==> config.mk <==
export PLATFORM = sky130hd
export DESIGN_NAME = mux_tree_pipe
export DESIGN_NICKNAME = d
export VERILOG_FILES = /design/src/rtl/mux_tree_pipe.sv
export SDC_FILE = /design/constraint.sdc
export NUM_CORES = 1
export LEC_CHECK = 0
export ABC_AREA = 1
export CAP_MARGIN = 20
export CORE_AREA = 2 2 117 119
export CTS_CLUSTER_SIZE = 25
export DETAILED_ROUTE_END_ITERATION = 8
export DIE_AREA = 0 0 119 121
export PLACE_DENSITY_LB_ADDON = 0.08
export SYNTH_ARGS = -nofsm -noshare
export SYNTH_HDL_FRONTEND = slang
export SYNTH_SLANG_ARGS = --single-unit
==> constraint.sdc <==
create_clock -name clk -period 1.7 [get_ports clk]
set_input_delay 0.17 -clock clk [delete_from_list [all_inputs] [get_ports clk]]
set_output_delay 0.17 -clock clk [all_outputs]
set_load 0.02 [all_outputs]
**Run 1: wires at chosen ports, followed through buffers**

Scale bar: 20 um.
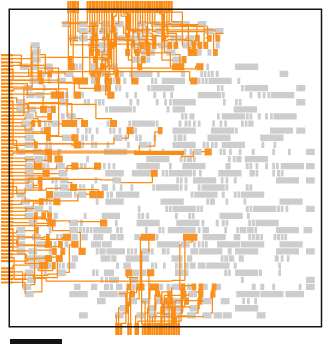
`in` -> orange  # direction input, end cells 128, buffers 128, wire 3200 um
port bufs: 149
I/O pins: 150

**Run 1: congestion heat map**

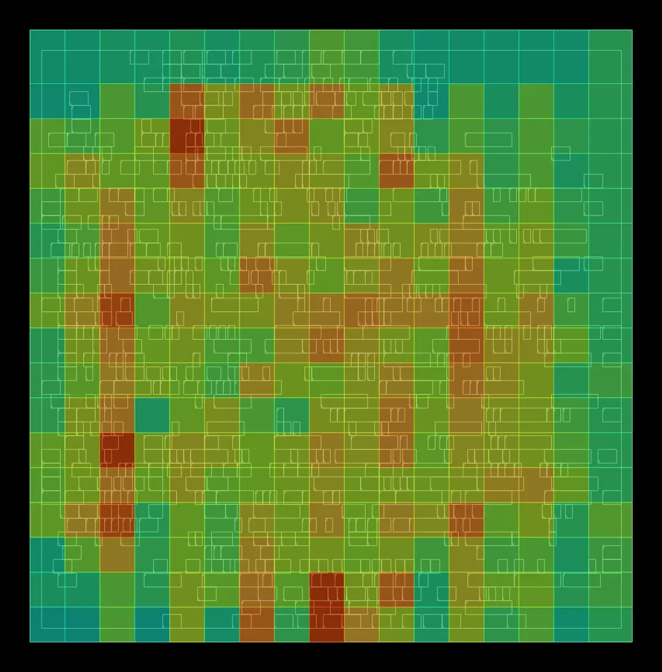
most used routing layer in global routing: met2
met1 GRT Util: 0.2500
post-route core utilization: 0.4368
met3 usage in global routing: 0.04229
met2 GRT Util: 0.2909

**Run 1: metal 2**

Cells faint in the background.
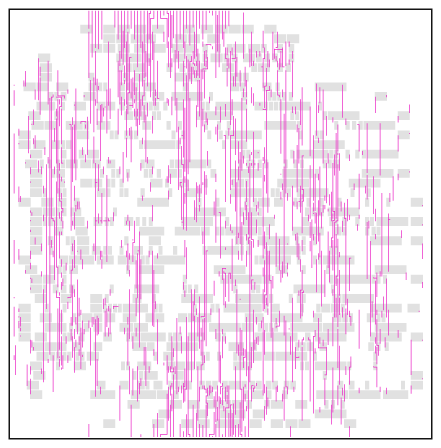
nets with wire on the layer = 614
wire length on this layer = 5690 um
main direction = vertical
longest straight run = 72.4 um
share of all routed wire = 44%
total length of routed wires: 12890 um
routed via count: 3978

==> Changelog: implementation, run 1 <==
### Metrics

- Post-synth tally of flip-flops with integrated enable: 0
- Category of cells accounting for the largest share of critical-path delay: buffers and inverters
- Layout cell share with drive strength beyond 1: 0.07275
- Overall track demand over capacity in global routing: 0.1806
- Worst slew margin relative to its limit: 0.5996
- Total congestion overflow: 0
- Sequential share of power: 0.334
- Switching pwr: 2.172 mW
- Multi-input combinational cell count: 423
- Worst path slowest cell: sky130_fd_sc_hd__clkdlybuf4s50_1
- MUX share of area: 0
- Top-area cell type share of the netlist area: 0.3482
- WP buf/inv: 4
- Sequential standard cell area: 1351 um^2
- Crit path DRT: 1930 ps
- Core Util at FP: 0.2966
- Synthesized Nets: 704
- Number of placement rows: 42
- Area fraction in compound gates after synthesis: 0.04771
- Number of endpoints failing setup at the final stage: 0
- Combinational gate area: 2028 um^2
- Leading cell type by number of instances after synthesis: sky130_fd_sc_hd__nand2_1
- Crit Path Class: primary input to flop
- Layout clock buffers: 6
- Group with the largest share of power: combinational logic
- Number of stages on the worst setup path: 11
- Width of the die: 119 um
- Yosys Instances: 566
- Maximum clock rate: 681.3 MHz
- Total number of H-tree levels: 2
- Antenna diode count: 0
- Chip area line of the yosys report: 3881 um^2
- Clock sink count: 54
- Clock tree from TritonCTS: built
- Startpoint class of the critical path: primary input
- Area Growth Syn to Fin: 47.26%
- Die Size: 14400 um^2
- Number of global-route vias before repair: 3972
- Most frequently placed logic cell in the final layout: sky130_fd_sc_hd__nand2_1
- Area leader, netlist: sky130_fd_sc_hd__dfrtp_1
- Fraction of registers with async set or reset after synthesis: 1.000
- Most frequent cell on the critical path: sky130_fd_sc_hd__nand2_1
- P_clk: 1.18 mW
- Clock Network Area Fraction: 0.02955
- Number of buffers created by CTS: 5
- Power Sequential: 1.92 mW
- Setup repair after global routing missed its margin: no
- Insertion delay of the later-clocked pin in the worst-skew pair: 290 ps
- Number of detailed-routing iterations run before antenna repair: 5
- Detailed-route wire length per cell: 14.70 um
- Routability-driven placement congestion ratio: 0.8142
- Flop share of the area: 0.2364
- Clock transition at the register clock pins on the worst setup and hold paths after CTS: 70 ps
- Maximum single-stage delay on the critical path: 460 ps
- Final count of pins violating max slew: 0
- Share of cell area taken by multi-input logic gates: 0.3549
- Number of inserted filler cells in the final layout: 1334
- Crit path cell chain: clkdlybuf4s50_1 -> buf_4 -> inv_8 -> nand2_1 -> nand2_4 -> buf_12 -> nor2_8 -> nand2_1 -> nand2_1 -> nand2_1 -> nand2_1
- Maximum number of pins on one net before global-route repair: 55
- Comb power frac: 0.462
- First-pass GRT wire length: 20680 um
- Depth of the worst register-to-register path: 9
- Die Span Y: 121 um
- Worst slack after detailed placement: -119.3 ps
- Status: completed
- Switching Fraction: 0.3769
- Minimum setup slack among reg-to-reg paths: 230 ps
- Sequential cell count: 54
- PostCTS Resize Cnt: 0
- Number of register bits inferred by synthesis: 54
- Main logic family: simple AND/OR/NAND/NOR gates
- Xor/xnor share of the synthesized area: 0.006770
- DRC marker count from the first detailed-route iteration: 219
- Internal power component: 3.591 mW
- Synthesized area per cell: 6.857 um^2
- Synthesized cell area: 3881 um^2
- Clock network power share: 0.204
- Power density over the cells: 1008 nW/um^2
- DRC viols: 0
- Maximum fanout encountered on the critical timing path: 37
- Area of the core region: 13090 um^2
- Antenna Violating Nets Remaining: 0
- Min-delay worst type: primary input to async pin
- Routed vias/inst: 4.536
- Worst path setup slack after routing: 232.2 ps
- Post-CTS setup-driven buffer insertion count: 0
- Stage-log warning count: 26
- Number of warnings printed during yosys synthesis: 0
- Final period util: 0.8634
- Post-route non-filler standard cell count: 877
- Number of hold-repair buffers added at the cts stage: 0
- Critical Path AT: 1700 ps
- Main flop type: sky130_fd_sc_hd__dfrtp_1
- Final Critical Period: 1468 ps
- Post-detail-place hpwl: 10360 um
- Well tap count: 176
- Cell type taking the most area: multi-input combinational cells
- Simple logic cell fraction of the synthesized area: 0.4649
- Most frequent cells after synthesis: 241 x sky130_fd_sc_hd__nand2_1, 80 x sky130_fd_sc_hd__nand3_1, 54 x sky130_fd_sc_hd__dfrtp_1
- Maximum buffer depth of the clock tree: 2
- Gate count after technology mapping: 566
- # placed instances: 870
- Distinct cells, synth: 27
- Combinational power: 2.66 mW
- Final Skew: 5.818 ps
## run 1: per-stage QoR
stage	cell area, um^2	total power, mW	TNS (ps)	hold slack, ps	util
finish	5715	5.763	0	246.5	0.4368
global route	5715	6.207	0	291.7	0.4368
CTS	5715	5.841	0	275.2	0.4368
detailed placement	5547	4.648	-1099	460.5	0.4239
global placement	5547	4.626	-427.0	452.8	0.4239
floorplan	3881	3.676	0	282.4	-
## run 1: metal layers
layer / share of wire / vias up / global-route usage
met5: 0.0013 / - / 0
met1: 0.49 / 1788 / 0.2500
met3: 0.065 / 9 / 0.04229
li1: - / 2070 / -
met2: 0.44 / 109 / 0.2909
met4: 0.0077 / 2 / 0.03199
==> run 2, diff against run 1 <==
--- a/config.mk
+++ b/config.mk
@@ -11,6 +11,7 @@
 export CTS_CLUSTER_SIZE = 25
 export DETAILED_ROUTE_END_ITERATION = 8
 export DIE_AREA = 0 0 119 121
+export HOLD_SLACK_MARGIN = 0.08
 export PLACE_DENSITY_LB_ADDON = 0.08
 export SYNTH_ARGS = -nofsm -noshare
 export SYNTH_HDL_FRONTEND = slang
**Run 2: M1 wires**

Supply wires on this layer in grey. Cells faint in the background.
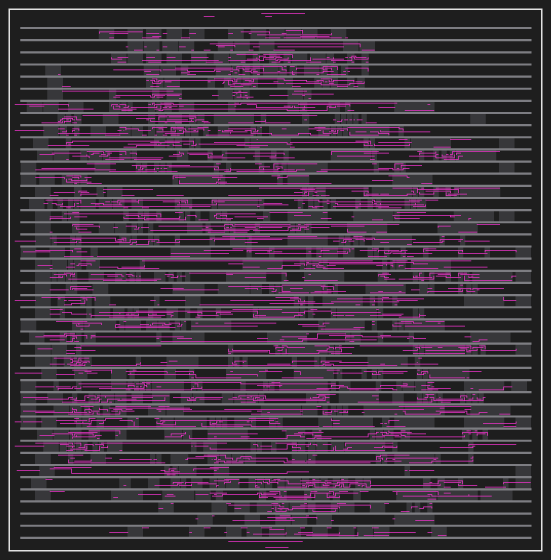
main direction = horizontal
longest straight run = 52.4 um
nets with wire on the layer = 729
share of all routed wire = 49%
wire length on this layer = 6260 um

**Run 2: metal 2**

Cells faint in the background.
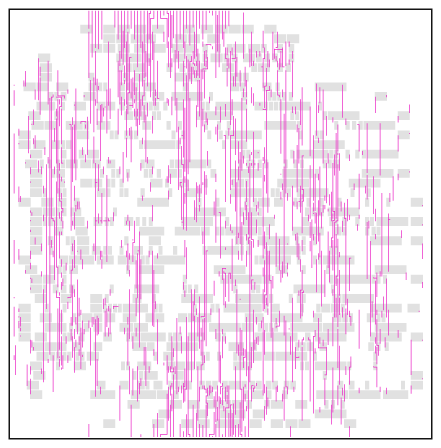
main direction = vertical
wire length on this layer = 5690 um
share of all routed wire = 44%
longest straight run = 72.4 um
nets with wire on the layer = 614

==> Changelog: implementation, run 2 <==
### Metrics

- Antenna diode count: 0 (unchanged)
- Layout cell share with drive strength beyond 1: 0.07275 (unchanged)
- Met1 GRT Util: 0.2500 (unchanged)
- Width of the die: 119 um (unchanged)
- Area Growth Syn to Fin: 47.26% (unchanged)
- Stage-log warning count: 26 (unchanged)
- Routed vias/inst: 4.536 (unchanged)
- Number of endpoints failing setup at the final stage: 0 (unchanged)
- Detailed-route wire length per cell: 14.70 um (unchanged)
- Post-synth tally of flip-flops with integrated enable: 0 (unchanged)
- Clock sink count: 54 (unchanged)
- Top-area cell type share of the netlist area: 0.3482 (unchanged)
- Startpoint class of the critical path: primary input
- Worst path setup slack after routing: 232.2 ps (unchanged)
- Insertion delay of the later-clocked pin in the worst-skew pair: 290 ps (about the same)
- Post-route core utilization: 0.4368 (unchanged)
- Group with the largest share of power: combinational logic
- Most frequent cell on the critical path: sky130_fd_sc_hd__nand2_1
- Total length of routed wires: 12890 um (unchanged)
- Minimum setup slack among reg-to-reg paths: 230 ps (about the same)
- Category of cells accounting for the largest share of critical-path delay: buffers and inverters
- Final period util: 0.8634 (unchanged)
- Die Size: 14400 um^2 (unchanged)
- Number of detailed-routing iterations run before antenna repair: 5 (unchanged)
- Worst path slowest cell: sky130_fd_sc_hd__clkdlybuf4s50_1
- Setup repair after global routing missed its margin: no
- DRC marker count from the first detailed-route iteration: 219 (unchanged)
- Critical Path AT: 1700 ps (about the same)
- Area of the core region: 13090 um^2 (unchanged)
- Total congestion overflow: 0 (unchanged)
- Leading cell type by number of instances after synthesis: sky130_fd_sc_hd__nand2_1
- Synthesized Nets: 704 (unchanged)
- DRC viols: 0 (unchanged)
- # placed instances: 870 (unchanged)
- Most used routing layer in global routing: met2
- Maximum buffer depth of the clock tree: 2 (unchanged)
- Final Critical Period: 1468 ps (unchanged)
- Number of hold-repair buffers added at the cts stage: 0 (unchanged)
- MUX share of area: 0 (unchanged)
- Post-detail-place hpwl: 10360 um (unchanged)
- Core Util at FP: 0.2966 (unchanged)
- Routability-driven placement congestion ratio: 0.8142 (unchanged)
- Fraction of registers with async set or reset after synthesis: 1.000 (unchanged)
- PostCTS Resize Cnt: 0 (unchanged)
- Synthesized cell area: 3881 um^2 (unchanged)
- Combinational power: 2.66 mW (about the same)
- Crit Path Class: primary input to flop
- Main flop type: sky130_fd_sc_hd__dfrtp_1
- Post-route non-filler standard cell count: 877 (unchanged)
- Status: completed
- Placed standard-cell area: 5547 um^2 (unchanged)
- Internal power component: 3.591 mW (unchanged)
- Routed via count: 3978 (unchanged)
- Gate count after technology mapping: 566 (unchanged)
- Clock tree from TritonCTS: built
- Final hold slack: 246.5 ps (unchanged)
- Maximum single-stage delay on the critical path: 460 ps (about the same)
- Most frequently placed logic cell in the final layout: sky130_fd_sc_hd__nand2_1
- Area leader, netlist: sky130_fd_sc_hd__dfrtp_1
- Synthesized area per cell: 6.857 um^2 (unchanged)
- Total power of the final layout: 5.763 mW (unchanged)
- Comb power frac: 0.462 (about the same)
- WP buf/inv: 4 (unchanged)
- Setup_tns: 0 ps (unchanged)
- Power density over the cells: 1008 nW/um^2 (unchanged)
- Area fraction in compound gates after synthesis: 0.04771 (unchanged)
- Power Sequential: 1.92 mW (about the same)
- Main logic family: simple AND/OR/NAND/NOR gates
- Sequential share of power: 0.334 (about the same)
- Antenna Violating Nets Remaining: 0 (unchanged)
- Number of register bits inferred by synthesis: 54 (unchanged)
- Final Skew: 5.818 ps (unchanged)
- Maximum clock rate: 681.3 MHz (unchanged)
**Run 2: wires at chosen ports, followed through buffers**

Scale bar: 20 um.
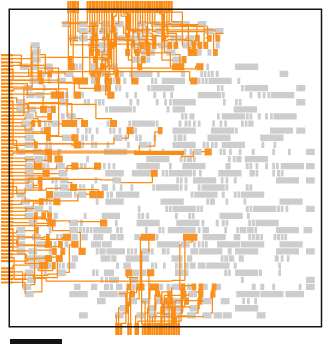
`in` -> orange  # direction input, end cells 128, buffers 128, wire 3200 um

==> run 2: cell counts in the layout (fill, tap and decap cells not counted) <==
Identical to the previous run, type by type.
==> run 2: final cells by class <==
cell class | instances | area (um^2)
Inverter | 42 | 165.2
Sequential cell | 54 | 1351
Fill cell | 1334 | 7370
Multi-Input combinational cell | 423 | 2028
Timing Repair Buffer | 175 | 1782
Tap cell | 176 | 220.2
Clock inverter | 1 | 30.03
Clock buffer | 6 | 138.9
==> run 2: routing by layer <==
metal / share of wire / vias to the layer above / wire length [um]
met2: 0.44 / 109 / 5685
met4: 0.0077 / 2 / 99
met1: 0.49 / 1788 / 6255
met3: 0.065 / 9 / 835
li1: - / 2070 / -
met5: 0.0013 / - / 17
Power figures rest on the tool's default switching activity, not on a simulated workload.
